### Routed metal, one colour a layer, run 1

(4 px per µm) Two of the layers only.
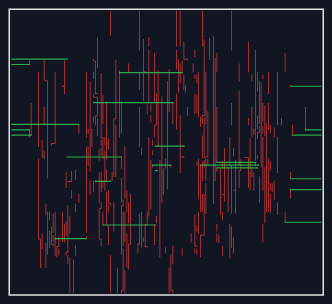
### Signal wires on met2, run 1

(6 px per µm)
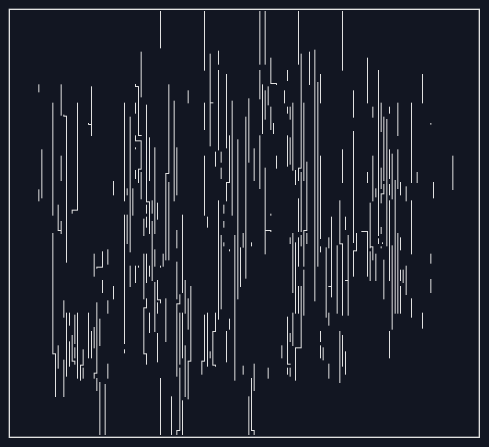
### Placed standard cells, run 1

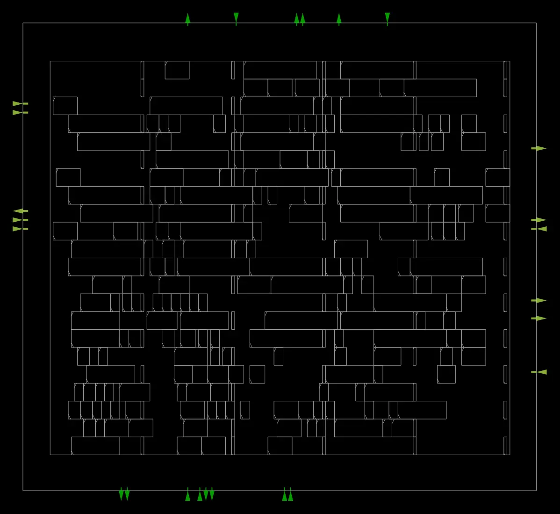
--- config.mk ---
export PLATFORM = sky130hd
export DESIGN_NAME = sb_leaf_stream_fifo
export DESIGN_NICKNAME = d
export VERILOG_FILES = /design/src/rtl/sb_leaf_stream_fifo.sv
export SDC_FILE = /design/constraint.sdc
export NUM_CORES = 1
export LEC_CHECK = 0
export ABC_AREA = 1
export CAP_MARGIN = 20
export CORE_ASPECT_RATIO = 0.9
export CORE_MARGIN = 4
export CORE_UTILIZATION = 41
export DETAILED_ROUTE_END_ITERATION = 10
export GPL_TIMING_DRIVEN = 0
export PLACE_DENSITY_LB_ADDON = 0.05
export SYNTH_ARGS = -nofsm -noshare
export SYNTH_HDL_FRONTEND = slang
export SYNTH_SLANG_ARGS = --single-unit
--- constraint.sdc ---
create_clock -name clk -period 4.3 [get_ports clk]
set_clock_uncertainty 0.2 [all_clocks]
set_input_delay 0.86 -clock clk [delete_from_list [all_inputs] [get_ports clk]]
set_output_delay 0.86 -clock clk [all_outputs]
set_load 0.1 [all_outputs]
--- src/rtl/sb_leaf_stream_fifo.sv ---
`default_nettype none
// ============================================================================
// Module      : sb_leaf_stream_fifo
// Description : Leaf-level valid/ready FIFO stage. Buffers up to DEPTH words
//               of DATA_W bits between an upstream producer and a downstream
//               consumer, preserving strict order, and exposes occupancy.
// Revision    : 1.0 - initial release
// ----------------------------------------------------------------------------
// Parameters:
//   DATA_W  payload width in bits (>=1)
//   DEPTH   storage entries (power of two, >=2)
//   CNT_W   occupancy width, derived from DEPTH; leave at its default
// Ports:
//   clk      in   single clock, rising edge
//   rst_n    in   synchronous active-low reset
//   s_valid  in   upstream word valid
//   s_ready  out  stage can accept a word this cycle
//   s_data   in   upstream payload
//   m_valid  out  word available downstream
//   m_ready  in   downstream accepts the word this cycle
//   m_data   out  downstream payload (zero when nothing is presented)
//   count    out  words currently stored (0..DEPTH)
// Build option:
//   SB_LEAF_FIFO_BYPASS_EN  when defined, an empty FIFO forwards s_valid /
//                           s_data to m_valid / m_data in the same cycle.
// ============================================================================
module sb_leaf_stream_fifo #(
  parameter int DATA_W = 8,
  parameter int DEPTH  = 4,
  parameter int CNT_W  = $clog2(DEPTH) + 1
) (
  input  logic              clk,
  input  logic              rst_n,
  input  logic              s_valid,
  output logic              s_ready,
  input  logic [DATA_W-1:0] s_data,
  output logic              m_valid,
  input  logic              m_ready,
  output logic [DATA_W-1:0] m_data,
  output logic [CNT_W-1:0]  count
);

  localparam int PTR_W = $clog2(DEPTH);
  localparam logic [CNT_W-1:0] c_full = CNT_W'(DEPTH);

  logic [DATA_W-1:0] r_mem [DEPTH];
  logic [PTR_W-1:0]  r_wr_ptr;
  logic [PTR_W-1:0]  r_rd_ptr;
  logic [CNT_W-1:0]  r_count;

  logic w_empty;
  logic w_pass;   // word forwarded straight through without being stored
  logic w_push;   // word written into storage
  logic w_pop;    // stored word consumed

  assign w_empty = (r_count == '0);

  // Ready depends only on registered occupancy, never on m_ready.
  assign s_ready = rst_n && (r_count != c_full);

`ifdef SB_LEAF_FIFO_BYPASS_EN
  // Empty FIFO: present the incoming word directly. It is only stored when
  // the consumer cannot take it this cycle.
  assign w_pass  = rst_n && w_empty && s_valid && m_ready;
  assign m_valid = rst_n && (!w_empty || s_valid);
  assign m_data  = !rst_n  ? '0 :
                   !w_empty ? r_mem[r_rd_ptr] :
                   s_valid  ? s_data : '0;
`else
  assign w_pass  = 1'b0;
  assign m_valid = rst_n && !w_empty;
  assign m_data  = m_valid ? r_mem[r_rd_ptr] : '0;
`endif

  assign w_push = s_valid && s_ready && !w_pass;
  assign w_pop  = rst_n && !w_empty && m_ready;
  assign count  = r_count;

  // Storage carries no reset; pointers and count define what is valid.
  always_ff @(posedge clk) begin
    if (w_push) begin
      r_mem[r_wr_ptr] <= s_data;
    end
  end

  // Power-of-two depth lets the pointers wrap by natural overflow.
  always_ff @(posedge clk) begin
    if (!rst_n) begin
      r_wr_ptr <= '0;
      r_rd_ptr <= '0;
      r_count  <= '0;
    end else begin
      if (w_push) begin
        r_wr_ptr <= r_wr_ptr + PTR_W'(1);
      end
      if (w_pop) begin
        r_rd_ptr <= r_rd_ptr + PTR_W'(1);
      end
      case ({w_push, w_pop})
        2'b10:   r_count <= r_count + CNT_W'(1);
        2'b01:   r_count <= r_count - CNT_W'(1);
        default: r_count <= r_count;
      endcase
    end
  end

endmodule
`default_nettype wire

==> out/results.txt, run 1 <==
status - completed
# clock sinks - 41
FF-to-FF setup slack - 2.18 ns
Synth async-reset ratio - 0%
Post-Layout Cell Count - 258
Die Wd - 78.1 µm
cts bufs inserted - 5
part of the cycle the worst path needs - 97.0%
post-DP HPWL - 2.51 mm
Port Buffers - 24
synth top area cells - edfxtp_1, dfxtp_1, nor2_1
CTS tree - built
Commonest Layout Cell - edfxtp_1
Leak Pwr - 0.827 nW
htree depth - 2
area leader, netlist - edfxtp_1
Crit. End Element - output port
max-slew violations - 0
YS chip area - 0.00181 mm²
yosys cell count - 166
antenna viol nets, final - 0
aggregate global routing overflow - 0
DR iter-0 viols - 54
Hold WS - 0.316 ns
crit path to - m_data[7]
Hold Vio Cnt, Final - 0
Resized Gates After CTS - 0
Avg Cell Area, Syn - 10.9 µm²
drc violations - 0
Pre-antenna DRT Iters - 4
initial antenna violation count - 0
most instantiated cells after synthesis - edfxtp_1, nor2_1, inv_1
Chip Area - 0.00555 mm²
fp util - 43.3%
# hold bufs at CTS - 0
Post-synth seq share - 62.9%
Yosys warning total - 0
FMAX - 0.240 GHz
Max-Cap Viols - 0
area of the mapped netlist - 0.00181 mm²
pin count of the biggest net entering global routing - 14
Final min period - 4.17 ns
Final Worst Setup Slack - 0.129 ns
row cnt - 22
Setup TNS - 0 ns
final net count - 215
Vias per Instance - 4.74
pwr/cell area - 421 mW/mm²
syn nets - 184
first-pass GRT wire length - 5.88 mm
most common cell in the netlist - edfxtp_1
Worst-path clk slew - 0.07 ns
crit path kind - primary input to output port
Clock Path Buffers - 2
dpl ws - 0.118 ns
DIE HEIGHT - 71.1 µm
placed cell count - 250
reg2reg end - count[2]$_SDFFE_PN0P_
RSZ-0062 raised after global routing - no
Cell variety after synth - 21
Rel. slew slack - 34.8%
most common logic cells in the final layout - edfxtp_1, nor2_1, clkdlybuf4s50_1
Log Warnings - 29
number of I/O pins - 25
post-synth top area share - 53.0%
number of diodes - 0
Post-synth regs - 41
GP Congestion - 0.714
Clock Tree Root - clkbuf_8
layout cells sized above 1 - 16.7%
post-CTS setup buffer count - 0
Worst Tran Pin Value - 0.975 ns
Max VDD drop - 0.192 mV
Hold Crit Class - flip-flop to flip-flop
Top FF cell, synth - edfxtp_1
crit path DAT - 3.11 ns
worst-path maximum fanout - 10
required time worst endpoint - 3.24 ns
R2R depth - 11
vias in the first global route - 1236
## Picture notes: 'Routed metal, one colour a layer'
| colour | layer | wire length |
|---|---|---|
| green | metal 3 | 207 µm |
| red | metal 2 | 1780 µm |
Routed WL per cell: 13.9 µm
Tot GR Track Use: 14.0%

## Picture notes: 'Signal wires on met2'
main direction: vertical
share of all routed wire: 50%
longest straight run: 41.8 µm
Post-Route WL: 3.59 mm
DR vias: 1223
met2 Use GR: 23.4%

## Picture notes: 'Placed standard cells'
fill count: 383
flip-flops: 41
core area: 0.00418 mm²
Seq/total area: 51.6%

==> run 1: worst max-delay path, stage by stage <==
cell	delay (ns)
clkdlybuf4s50_1	0.50
buf_4	0.19
nand2_2	0.18
a21oi_1	0.21
clkdlybuf4s50_1	1.16
==> run 1: routing by layer <==
metal | global-route usage, % | wire length, µm | vias to the layer above
li1 | - | - | 615
met1 | 17.5 | 1550 | 571
met2 | 23.4 | 1780 | 31
met3 | 4.20 | 206 | 6
met4 | 4.66 | 55 | 0
met5 | 0 | 0 | -
==> run 1: cell families (layout without fill, tap and decap cells) <==
group	after synthesis	after routing	synth area share, %
flip-flops	41	41	62.9
buffers and inverters	24	56	7.11
AND-OR/OR-AND	29	29	8.21
AND/OR/NAND/NOR	65	65	16.7
XOR/XNOR	1	1	0.483
adder cells (fa/ha/maj)	6	6	4.55
==> run 1: power breakdown <==
part / internal (mW) / total, mW / switching (mW) / leakage, nW
Clock: 0.112 / 0.236 / 0.124 / 0.0388
Combinational: 0.0657 / 0.241 / 0.175 / 0.424
Sequential: 0.444 / 0.453 / 0.00918 / 0.364
Total: 0.622 / 0.930 / 0.309 / 0.827
==> run 1: final cells by class <==
type | instances | area [µm²] | share of cell area (%)
repair buffers | 24 | 240 | 10.9
flip-flops and latches | 41 | 1140 | 51.6
multi-input cells | 101 | 543 | 24.5
clock buffers | 6 | 72.6 | 3.28
well taps | 60 | 75.1 | 3.39
inverters | 19 | 71.3 | 3.22
clock inverters | 2 | 11.3 | 0.509
plain buffers | 5 | 57.6 | 2.60
==> run 1: metrics by stage <==
step	utilization [%]	cell area, µm²	power, mW
after floorplan	-	1810	0.640
after global placement	50.9	2130	0.699
after detailed placement	50.9	2130	0.705
after CTS	52.9	2210	0.942
after global routing	52.9	2210	0.976
final	52.9	2210	0.930
==> run 1: registers in the layout, indices dropped and copies added, names as in the netlist, named ones only <==
signal and cells:
r_mem 32, count 3, r_rd_ptr 2, r_wr_ptr 2
==> run 1: how the worst min path moves through the flow <==
| stage | start | slack (ns) | depth (start not counted) | end |
|---|---|---|---|---|
| floorplan | r_wr_ptr[1]$_SDFFE_PN0P_ | 0.28 | 2 | r_wr_ptr[1]$_SDFFE_PN0P_ |
| global placement | r_wr_ptr[1]$_SDFFE_PN0P_ | 0.30 | 2 | r_wr_ptr[1]$_SDFFE_PN0P_ |
| detailed placement | r_wr_ptr[1]$_SDFFE_PN0P_ | 0.31 | 2 | r_wr_ptr[1]$_SDFFE_PN0P_ |
| CTS | r_wr_ptr[1]$_SDFFE_PN0P_ | 0.32 | 2 | r_wr_ptr[1]$_SDFFE_PN0P_ |
| global route | r_wr_ptr[1]$_SDFFE_PN0P_ | 0.34 | 2 | r_wr_ptr[1]$_SDFFE_PN0P_ |
| finish | r_wr_ptr[1]$_SDFFE_PN0P_ | 0.32 | 2 | r_wr_ptr[1]$_SDFFE_PN0P_ |
### Ports around the boundary, run 1

(6 px per µm) Pins as bars across the die edge, other pins in grey.
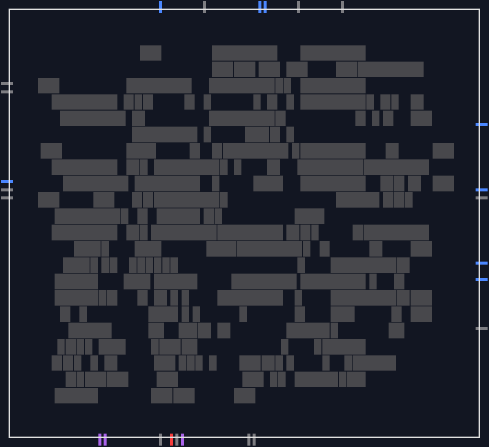

--- run 2 (diff from run 1) ---
--- a/config.mk
+++ b/config.mk
@@ -13,6 +13,7 @@
 export DETAILED_ROUTE_END_ITERATION = 10
 export GPL_TIMING_DRIVEN = 0
 export PLACE_DENSITY_LB_ADDON = 0.05
+export REMOVE_ABC_BUFFERS = 1
 export SYNTH_ARGS = -nofsm -noshare
 export SYNTH_HDL_FRONTEND = slang
 export SYNTH_SLANG_ARGS = --single-unit
### Ports around the boundary, run 2

(6 px per µm) Pins as bars across the die edge, other pins in grey.
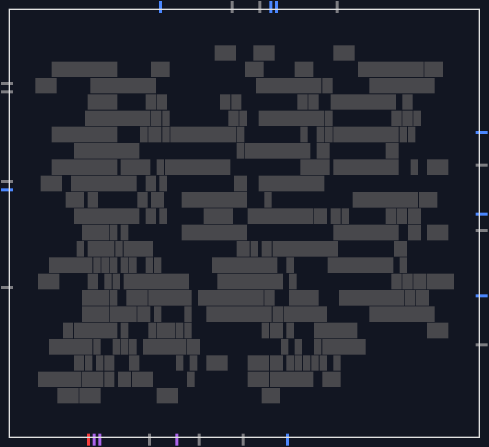
| colour | port | pins | direction | edge |
|---|---|---|---|---|
| red | `rst_n` | 1 | input | bottom |
| purple | `count` | 3 | output | bottom |
| blue | `m_data` | 8 | output | 3 top, 3 right, 1 bottom, 1 left |
Port Buffers: 24
DIE HEIGHT: 71.1 µm
Die Wd: 78.1 µm

### Nets reached from selected ports, run 2

(4 px per µm)
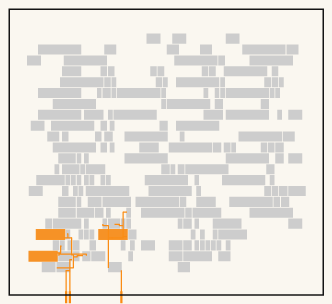
| colour | port | bits | direction | end cells | buffers | wire |
|---|---|---|---|---|---|---|
| orange | `count` | 3 | output | 3 | 3 | 76.0 µm |
number of I/O pins: 25

### Placed standard cells, run 2

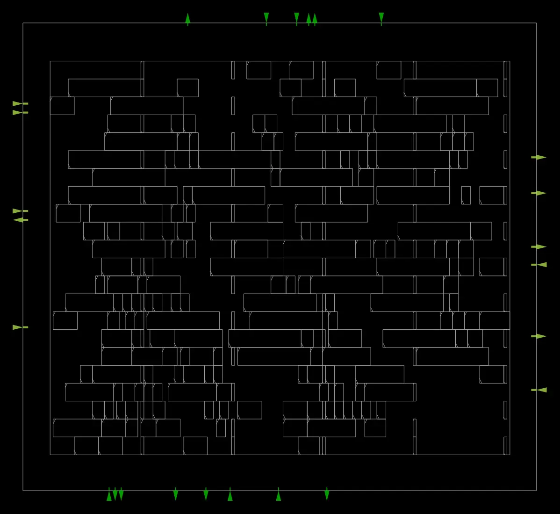
fill count: 389
fin util: 52.1%
row cnt: 22

==> out/results.txt, run 2 <==
post-CTS setup buffer count - 0
Post-Route WL - 3.43 mm
Seq pwr share - 46.5%
Post-synth seq share - 62.9%
Final min period - 4.17 ns
DR vias - 1211
Pre-antenna DRT Iters - 4
final net count - 210
Avg Cell Area, Syn - 10.9 µm²
CTS tree - built
area of the mapped netlist - 0.00181 mm²
Psw - 305 µW
# clock sinks - 41
most instantiated cells after synthesis - edfxtp_1, nor2_1, inv_1
layout cells sized above 1 - 15.0%
initial antenna violation count - 0
yosys cell count - 166
core area - 0.00418 mm²
drc violations - 0
dpl ws - -0.0501 ns
max reg flops - 32
Tot GR Track Use - 13.1%
area leader, netlist - edfxtp_1
GP Congestion - 0.699
Worst-path clk slew - 0.07 ns
max-slew violations - 0
YS chip area - 0.00181 mm²
Hold Crit Class - flip-flop to flip-flop
Chip Area - 0.00555 mm²
number of diodes - 0
Max VDD drop - 0.231 mV
status - completed
# hold bufs at CTS - 0
Leak Pwr - 0.863 nW
vias in the first global route - 1134
## run 2: cell count changes in the layout (fill, tap and decap cells not counted), sizes merged
cell / before / now
clkdlybuf4s50: 24 / 16
dlygate4sd2: 0 / 7
buf: 5 / 0
bufinv: 0 / 1
clkbuf: 6 / 7
clkinv: 1 / 0
clkinvlp: 1 / 0
dlymetal6s2s: 0 / 1
## run 2: cell families after synthesis
family	Yosys count	share of synthesized area, %
flip-flops	41	62.9
XOR/XNOR	1	0.483
AND/OR/NAND/NOR	65	16.7
adder cells (fa/ha/maj)	6	4.55
AND-OR/OR-AND	29	8.21
buffers and inverters	24	7.11
## run 2: worst paths after layout
| path | from | to | slack [ns] |
|---|---|---|---|
| hold reg to reg | r_wr_ptr[1]$_SDFFE_PN0P_ | r_wr_ptr[1]$_SDFFE_PN0P_ | 0.33 |
| setup / recovery | rst_n | m_valid | 0.13 |
| hold / removal | r_wr_ptr[1]$_SDFFE_PN0P_ | r_wr_ptr[1]$_SDFFE_PN0P_ | 0.33 |
| setup reg to reg | count[1]$_SDFFE_PN0P_ | count[2]$_SDFFE_PN0P_ | 2.20 |
## run 2: power by group through the flow
stage	Clock (mW)	Combinational [mW]	Sequential (mW)
2_1_floorplan	0	0.140	0.490
3_3_place_gp	0	0.219	0.469
3_5_place_dp	0	0.223	0.470
4_1_cts	0.320	0.218	0.461
5_1_grt	0.338	0.230	0.463
6_report	0.314	0.216	0.461
## run 2: per-layer routing
| metal | wire length [µm] | GRT usage (%) | part of all wire, % | vias to the layer above |
|---|---|---|---|---|
| li1 | - | - | - | 601 |
| met1 | 1570 | 15.9 | 46 | 584 |
| met2 | 1710 | 22.1 | 50 | 22 |
| met3 | 119 | 3.82 | 3.5 | 4 |
| met4 | 29 | 4.66 | 0.85 | 0 |
| met5 | 0 | 0 | 0 | - |
## run 2: timing repair
action                                  in CTS  in global routing
gates cloned                                 0                  0
endpoints found under the hold margin        0                  0
resized                                      7                  1
endpoints found under the setup margin       7                  1
## run 2: worst max-delay path, cell delays in order
cell	delay (ns)
clkdlybuf4s50_1	0.77
nand2_2	0.26
inv_1	0.09
clkdlybuf4s50_1	1.12
## run 2: through the flow
step / power, mW / setup TNS (ns) / cell area [µm²] / hold slack, ns / utilization, %
6_report: 0.991 / 0 / 2180 / 0.327 / 52.1
5_1_grt: 1.03 / 0 / 2180 / 0.371 / 52.1
4_1_cts: 1.00 / 0 / 2180 / 0.333 / 52.1
3_5_place_dp: 0.693 / -0.211 / 2070 / 0.323 / 49.5
3_3_place_gp: 0.689 / -0.00481 / 2070 / 0.292 / 49.5
2_1_floorplan: 0.630 / 0 / 1760 / 0.279 / -
## run 2: final cells by class
type                       instances  area [µm²]
tap                               60        75.1
multi-input combinational        101         543
clock inverter                     1        30.0
clock buffer                       7        86.3
fill                             389        2000
sequential                        41        1140
timing repair buffer              24         234
inverter                          19        71.3
Power figures rest on the tool's default switching activity, not on a simulated workload.
